### config.mk
export PLATFORM = sky130hd
export DESIGN_NAME = clock_key_ctrl
export DESIGN_NICKNAME = d
export VERILOG_FILES = /design/src/rtl/clock_key_ctrl.sv
export SDC_FILE = /design/constraint.sdc
export NUM_CORES = 1
export LEC_CHECK = 0
export CORE_AREA = 2 2 75 77
export CTS_BUF_LIST = sky130_fd_sc_hd__clkbuf_4 sky130_fd_sc_hd__clkbuf_8
export DETAILED_ROUTE_END_ITERATION = 10
export DIE_AREA = 0 0 77 79
export HOLD_SLACK_MARGIN = 0.08
export MAX_ROUTING_LAYER = met4
export PLACE_DENSITY = 0.66
export RECOVER_POWER = 50
export SLEW_MARGIN = 20
export SYNTH_ARGS = -nofsm -noshare
export SYNTH_HDL_FRONTEND = slang
export SYNTH_SLANG_ARGS = --single-unit
### constraint.sdc
create_clock -name clk -period 2.6 [get_ports clk]
set_clock_uncertainty 0.2 [all_clocks]
set_input_delay 0.39 -clock clk [delete_from_list [all_inputs] [get_ports clk]]
set_output_delay 0.39 -clock clk [all_outputs]
set_load 0.01 [all_outputs]
### src/rtl/clock_key_ctrl.sv
// Push-button controller: synchronizes and debounces a raw key, emits a one-cycle
// step strobe per press, flags a long press, and counts strobes.
// Optional feature macro: AUTO_REPEAT_EN (when defined, a long press auto-repeats
// step strobes every REPEAT_CYCLES; otherwise one strobe per press).
module clock_key_ctrl #(
    parameter int unsigned DB_CYCLES     = 500000,
    parameter int unsigned HOLD_CYCLES   = 25000000,
    parameter int unsigned REPEAT_CYCLES = 5000000
) (
    input  logic       clk,
    input  logic       rst,
    input  logic       key_in,
    output logic       step_pulse,
    output logic       key_db,
    output logic       long_press,
    output logic [7:0] pulse_cnt
);

    localparam int unsigned CntW = 25;
    localparam int unsigned CntMax = (1 << CntW) - 1;

    // All timing parameters must fit the 25-bit timer and be at least 2.
    if (DB_CYCLES < 2 || DB_CYCLES > CntMax || HOLD_CYCLES < 2 || HOLD_CYCLES > CntMax ||
        REPEAT_CYCLES < 2 || REPEAT_CYCLES > CntMax) begin : g_param_check
        $error("clock_key_ctrl: timing parameter out of range 2..2^25-1");
    end

    localparam logic [CntW-1:0] DbLast   = CntW'(DB_CYCLES - 1);
    localparam logic [CntW-1:0] HoldLast = CntW'(HOLD_CYCLES - 1);
`ifdef AUTO_REPEAT_EN
    localparam logic [CntW-1:0] RepLast  = CntW'(REPEAT_CYCLES - 1);
`endif

    typedef enum logic [2:0] {
        StIdle,
        StPressDb,
        StHeld,
        StRepeat,
        StReleaseDb
    } state_e;

    logic            key_meta_q;
    logic            key_s_q;
    state_e          state_q, state_d;
    logic [CntW-1:0] cnt_q, cnt_d;
    logic            step_q, step_d;
    logic            db_q, db_d;
    logic            lp_q, lp_d;
    logic [7:0]      pcnt_q;
`ifdef AUTO_REPEAT_EN
    // Remembers whether RELEASE_DB was entered from REPEAT, so a bounce returns there.
    logic            ret_rep_q, ret_rep_d;
`endif

    // Two-flop synchronizer for the asynchronous key input.
    always_ff @(posedge clk) begin
        if (rst) begin
            key_meta_q <= 1'b0;
            key_s_q    <= 1'b0;
        end else begin
            key_meta_q <= key_in;
            key_s_q    <= key_meta_q;
        end
    end

    // Next-state, timer and registered-output logic.
    always_comb begin
        state_d = state_q;
        cnt_d   = cnt_q + CntW'(1);
        step_d  = 1'b0;
        lp_d    = lp_q;
`ifdef AUTO_REPEAT_EN
        ret_rep_d = ret_rep_q;
`endif
        case (state_q)
            StIdle: begin
                cnt_d = '0;
                if (key_s_q) state_d = StPressDb;
            end
            StPressDb: begin
                if (!key_s_q) begin
                    state_d = StIdle;
                end else if (cnt_q == DbLast) begin
                    state_d = StHeld;
                    step_d  = 1'b1;
                end
            end
            StHeld: begin
                if (!key_s_q) begin
                    state_d = StReleaseDb;
`ifdef AUTO_REPEAT_EN
                    ret_rep_d = 1'b0;
`endif
                end else if (cnt_q == HoldLast) begin
                    lp_d = 1'b1;
`ifdef AUTO_REPEAT_EN
                    state_d = StRepeat;
                    step_d  = 1'b1;
`else
                    // Park the timer; nothing further happens until release.
                    cnt_d = cnt_q;
`endif
                end
            end
`ifdef AUTO_REPEAT_EN
            StRepeat: begin
                if (!key_s_q) begin
                    state_d   = StReleaseDb;
                    ret_rep_d = 1'b1;
                end else if (cnt_q == RepLast) begin
                    step_d = 1'b1;
                    cnt_d  = '0;
                end
            end
`endif
            StReleaseDb: begin
                if (key_s_q) begin
                    // Bounce: resume where we were, without a strobe.
`ifdef AUTO_REPEAT_EN
                    state_d = ret_rep_q ? StRepeat : StHeld;
`else
                    state_d = StHeld;
`endif
                end else if (cnt_q == DbLast) begin
                    state_d = StIdle;
                    lp_d    = 1'b0;
                end
            end
            default: begin
                state_d = StIdle;
                lp_d    = 1'b0;
            end
        endcase
        if (state_d != state_q) cnt_d = '0;
        db_d = (state_d == StHeld) || (state_d == StRepeat) || (state_d == StReleaseDb);
    end

    // State, timer and output registers.
    always_ff @(posedge clk) begin
        if (rst) begin
            state_q <= StIdle;
            cnt_q   <= '0;
            step_q  <= 1'b0;
            db_q    <= 1'b0;
            lp_q    <= 1'b0;
        end else begin
            state_q <= state_d;
            cnt_q   <= cnt_d;
            step_q  <= step_d;
            db_q    <= db_d;
            lp_q    <= lp_d;
        end
    end

`ifdef AUTO_REPEAT_EN
    // Return-target flag for release bounces.
    always_ff @(posedge clk) begin
        if (rst) ret_rep_q <= 1'b0;
        else     ret_rep_q <= ret_rep_d;
    end
`endif

    // Strobe counter lags the strobe by one cycle and wraps naturally.
    always_ff @(posedge clk) begin
        if (rst) pcnt_q <= 8'd0;
        else     pcnt_q <= pcnt_q + {7'd0, step_q};
    end

    assign step_pulse = step_q;
    assign key_db     = db_q;
    assign long_press = lp_q;
    assign pulse_cnt  = pcnt_q;

endmodule

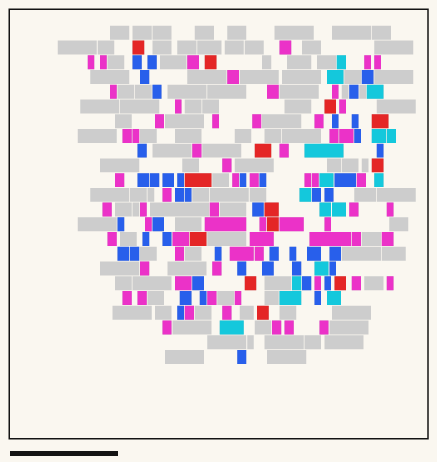
(images/logic_types.png)
Bar = 20 um.
legend:
  blue:
    family: nand cells
    cells: 46
  red:
    family: and/or cells
    cells: 13
    most_used: and3_1
  magenta:
    family: nor cells
    cells: 65
    most_used: nor3_1
  cyan:
    family: aoi and oai cells
    cells: 16
    most_used: a21oi_1
most frequent logic cell in the layout: dfxtp_1
Post-Layout Cell Count: 318
logic share of the area: 0.492

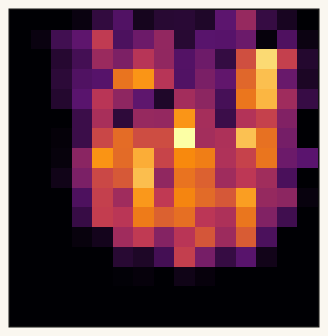
(images/metal_density.png)
The die is cut into 15 by 16 equal tiles; black is low, pale yellow is high, scaled to the fullest tile. Values are wire area over tile area, all layers added.
emptiest ninth of the die: bottom left
fullest tile: 0.43
mean over tiles: 0.11
nearly empty tiles: 37%
drt total wl: 4100 um
gr usage total: 0.146
via count: 1,675
DR WL/cell: 12.9 um

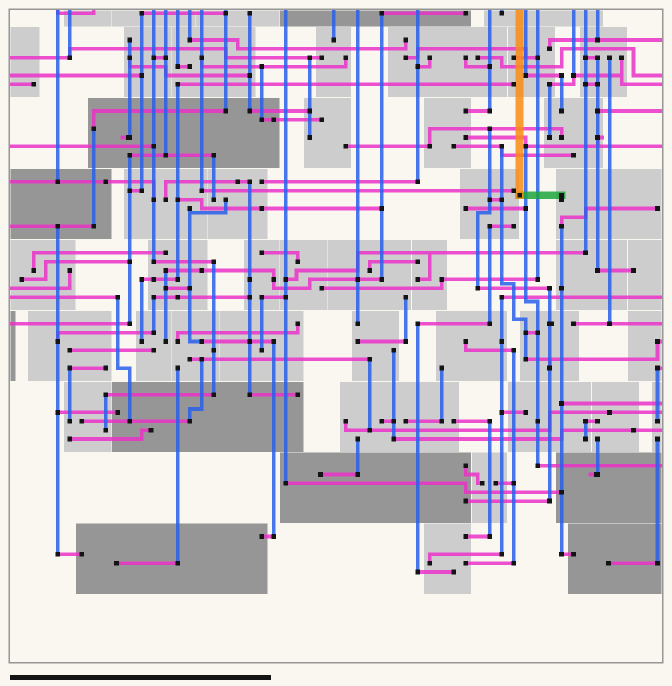
(images/detail.png)
Bar = 10 um. Window x 26 to 51, y 11 to 36 um. Cells in grey, sequential cells in the stronger grey; small squares are vias.
legend:
  magenta:
    layer: metal 1
  orange:
    layer: metal 4
  blue:
    layer: metal 2
  green:
    layer: metal 3
cells with their middle in the window: 39
most frequent: nor3_1 (8), dfxtp_1 (6)
sequential cells in the window: 6
netlist names of flops here include: `cnt_q` (6)

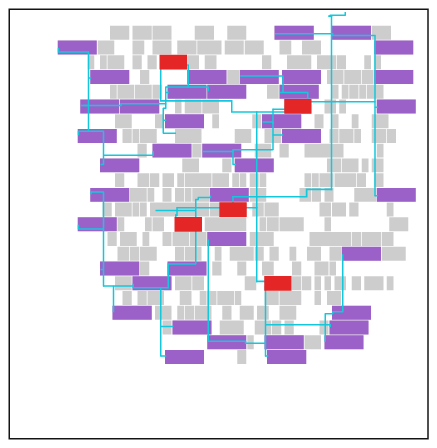
(images/clk_routes.png)
legend:
  cyan:
    item: clock wires
    length: 514 um
  purple:
    item: flip-flops
    count: 41
  red:
    item: clock drivers
    count: 5
routed clock nets: 6
clock network power share: 0.452
clk pwr: 540 uW
Insertion Delay late pin: 0.30 ns

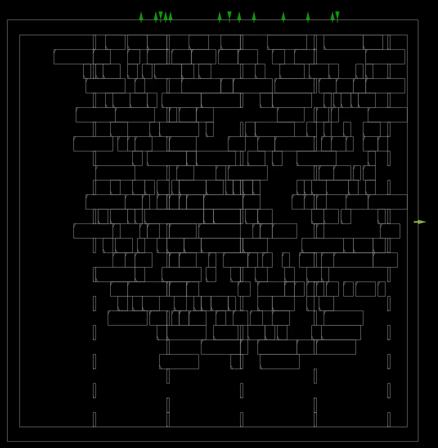
(images/placement.png)
fillers: 555
area of the core: 0.00534 mm^2

==> impl_metrics.env <==
# flow metrics
export IMPL_fp_dieW_um=77
export IMPL_grt_pass1_vias=1551
export IMPL_ctsHtreeMaxLevel=2
export IMPL_syn_area_mm2=0.00207
export IMPL_hold_path_startpoint="key_meta_q$_SDFF_PP0_"
export IMPL_top_register="cnt_q"
export IMPL_seq_power_share=0.530
export IMPL_dp_cells=310
export IMPL_warnings=26
export IMPL_worstPathArrival_ns=2.29
export IMPL_hp_class="flip-flop to flip-flop"
export IMPL_dp_hpwl_um=2890
export IMPL_dieArea_mm2=0.00608
export IMPL_crit_path_end_kind="flip-flop"
export IMPL_cts_tree="yes"
export IMPL_worst_ep_required_time_ns=2.56
export IMPL_post_route_util=0.441
export IMPL_finalSetupTns_ns=0
export IMPL_nets=251
export IMPL_die_size_y_um=79
export IMPL_via_per_inst=5.27
export IMPL_hold_buffers=0
export IMPL_largest_reg_flops=25
export IMPL_avgSynthCellArea_um2=8.83
export IMPL_postSynthCellCount=234
export IMPL_worst_setup_path_type="flip-flop to flip-flop"
export IMPL_post_route_period_util=0.896
export IMPL_cap_violations=0
export IMPL_rr_worst_depth=7
export IMPL_ioPinCount=14
export IMPL_sw_frac_of_total=0.206
export IMPL_synth_flops=41
export IMPL_p_per_area_mw_per_mm2=507
export IMPL_syn_nets=240
export IMPL_setup_viol=0
export IMPL_cp_start_kind="flip-flop"
export IMPL_hold_depth=1
export IMPL_num_rows=27
export IMPL_drt_iter0_markers=79
export IMPL_p_leak_uw=0.000800
export IMPL_io_buffers=13
export IMPL_synthArstFlopShare=0
export IMPL_synth_cell_types=43
export IMPL_maxSlewViolCount=0
export IMPL_cts_root_buf="clkbuf_8"
export IMPL_finalWeightedCongestion=0.832
export IMPL_reg2reg_to="cnt_q[11]$_SDFFE_PP0P_"
export IMPL_synth_top_area_share=0.397
export IMPL_tightest_slew_ns=0.603
export IMPL_crit_chain="ha_1, nand2_1, nor4_2, nand3_1, a211oi_4, buf_4, nor3_1"
export IMPL_cp_slowest_cell="dfxtp_1"
export IMPL_p_int_uw=948
export IMPL_initCoreUtil=0.387
export IMPL_ant_nets=0
export IMPL_grt_pass1_wl_um=7070
export IMPL_crit_start="cnt_q[0]$_SDFFE_PP0P_"
export IMPL_drive_gt1_frac=0.0854
export IMPL_yosysCellCount=234
export IMPL_power_switching_uw=245
export IMPL_rrSetupSlack_ns=0.27
export IMPL_grt_overflow=0
export IMPL_hold_end="key_s_q$_SDFF_PP0_"
export IMPL_max_freq_mhz=429
export IMPL_top_area_cell="dfxtp_1"
export IMPL_critPathMaxStageDelay_ns=0.40
export IMPL_firstDrtPassIters=4
export IMPL_final_hold_violation_count=0
export IMPL_synthTopCellsByCount="dfxtp_1 (41), nor3_1 (31), nor2_1 (21)"
export IMPL_r2r_start="cnt_q[0]$_SDFFE_PP0P_"
export IMPL_topCellsByArea="dfxtp_1 (40%), nor3_1 (7.5%), xor2_1 (6.8%), xnor2_1 (5.1%), nand3_1 (4.1%)"
export IMPL_yosysWarnings=0
export IMPL_most_common_layout_cells="dfxtp_1 (41), nor3_1 (31), nor2_1 (21)"
export IMPL_ff_type="dfxtp_1"
export IMPL_cts_buffers=5
export IMPL_maxSlewHeadroom=0.595
export IMPL_antennaDiodeCount=0
export IMPL_post_route_min_period_ns=2.33
export IMPL_syn_to_final_growth_pct=14.1
export IMPL_antenna_found_initial=0
export IMPL_grt_start_max_net_pins=27
export IMPL_peakVddDrop_mv=0.246
export IMPL_synth_top_cell_by_count="dfxtp_1"
export IMPL_yosysSeqAreaShare=0.397
export IMPL_clk_path_buf_depth=2
export IMPL_post_cts_buffers=0
export IMPL_drc=0
export IMPL_power_frac_comb=0.018
export IMPL_cp_max_fo=23
export IMPL_rsz0062_at_grt="false"
export IMPL_clkSinkCount=41
export IMPL_clkTransAtPathRegs_ns=0.08
export IMPL_ys_area_mm2=0.00207
export IMPL_status="completed"
export IMPL_cts_resized=0
export IMPL_crit_end="cnt_q[11]$_SDFFE_PP0P_"
export IMPL_edf_count=0
## layer usage
layer | track usage | share of wire | vias to the layer above
met5 | - | 0 | -
met4 | 0.0536 | 0.015 | 0
met3 | 0.0273 | 0.035 | 5
met2 | 0.232 | 0.46 | 26
met1 | 0.189 | 0.49 | 790
li1 | - | - | 854
## stage by stage
step | worst slack [ns] | hold WS (ns) | area, um^2 | power [uW]
floorplan | 0.548 | 0.214 | 2070 | 663
global placement | 0.378 | 0.222 | 2240 | 670
detailed placement | 0.283 | 0.229 | 2240 | 670
CTS | 0.267 | 0.248 | 2360 | 1210
global route | 0.0892 | 0.272 | 2360 | 1230
finish | 0.270 | 0.244 | 2360 | 1190
## logic make-up after synthesis
group           count (synthesis)  share of synthesized area
compound gates                 19                     0.0769
xor+xnor                       28                      0.119
fa+ha+maj                       3                     0.0182
buf+inv                        17                     0.0394
flops                          41                      0.397
mux                             2                    0.00969
simple gates                  124                      0.340
## cell type report
cell class / count / area [um^2]
clock buffer: 6 / 82.6
clock inverter: 2 / 37.5
fill: 555 / 2980
inverter: 6 / 22.5
multi-input combinational: 176 / 1160
sequential: 41 / 821
tap: 72 / 90.1
timing repair buffer: 15 / 143
## critical path: cells and delay by family, from the launching register on
family,cells,cell delay [ns]
compound gates,1,0.27
simple gates,4,0.75
flops,1,0.40
buf+inv,1,0.29
fa+ha+maj,1,0.27
## power by group through the flow
| stage | clock [uW] | sequential, uW | combinational (uW) |
|---|---|---|---|
| global route | 573 | 633 | 24.5 |
| detailed placement | 0 | 647 | 22.7 |
| floorplan | 0 | 645 | 18.1 |
| global placement | 0 | 647 | 22.7 |
| finish | 540 | 632 | 21.3 |
| CTS | 552 | 632 | 22.6 |
Power figures rest on the tool's default switching activity, not on a simulated workload.
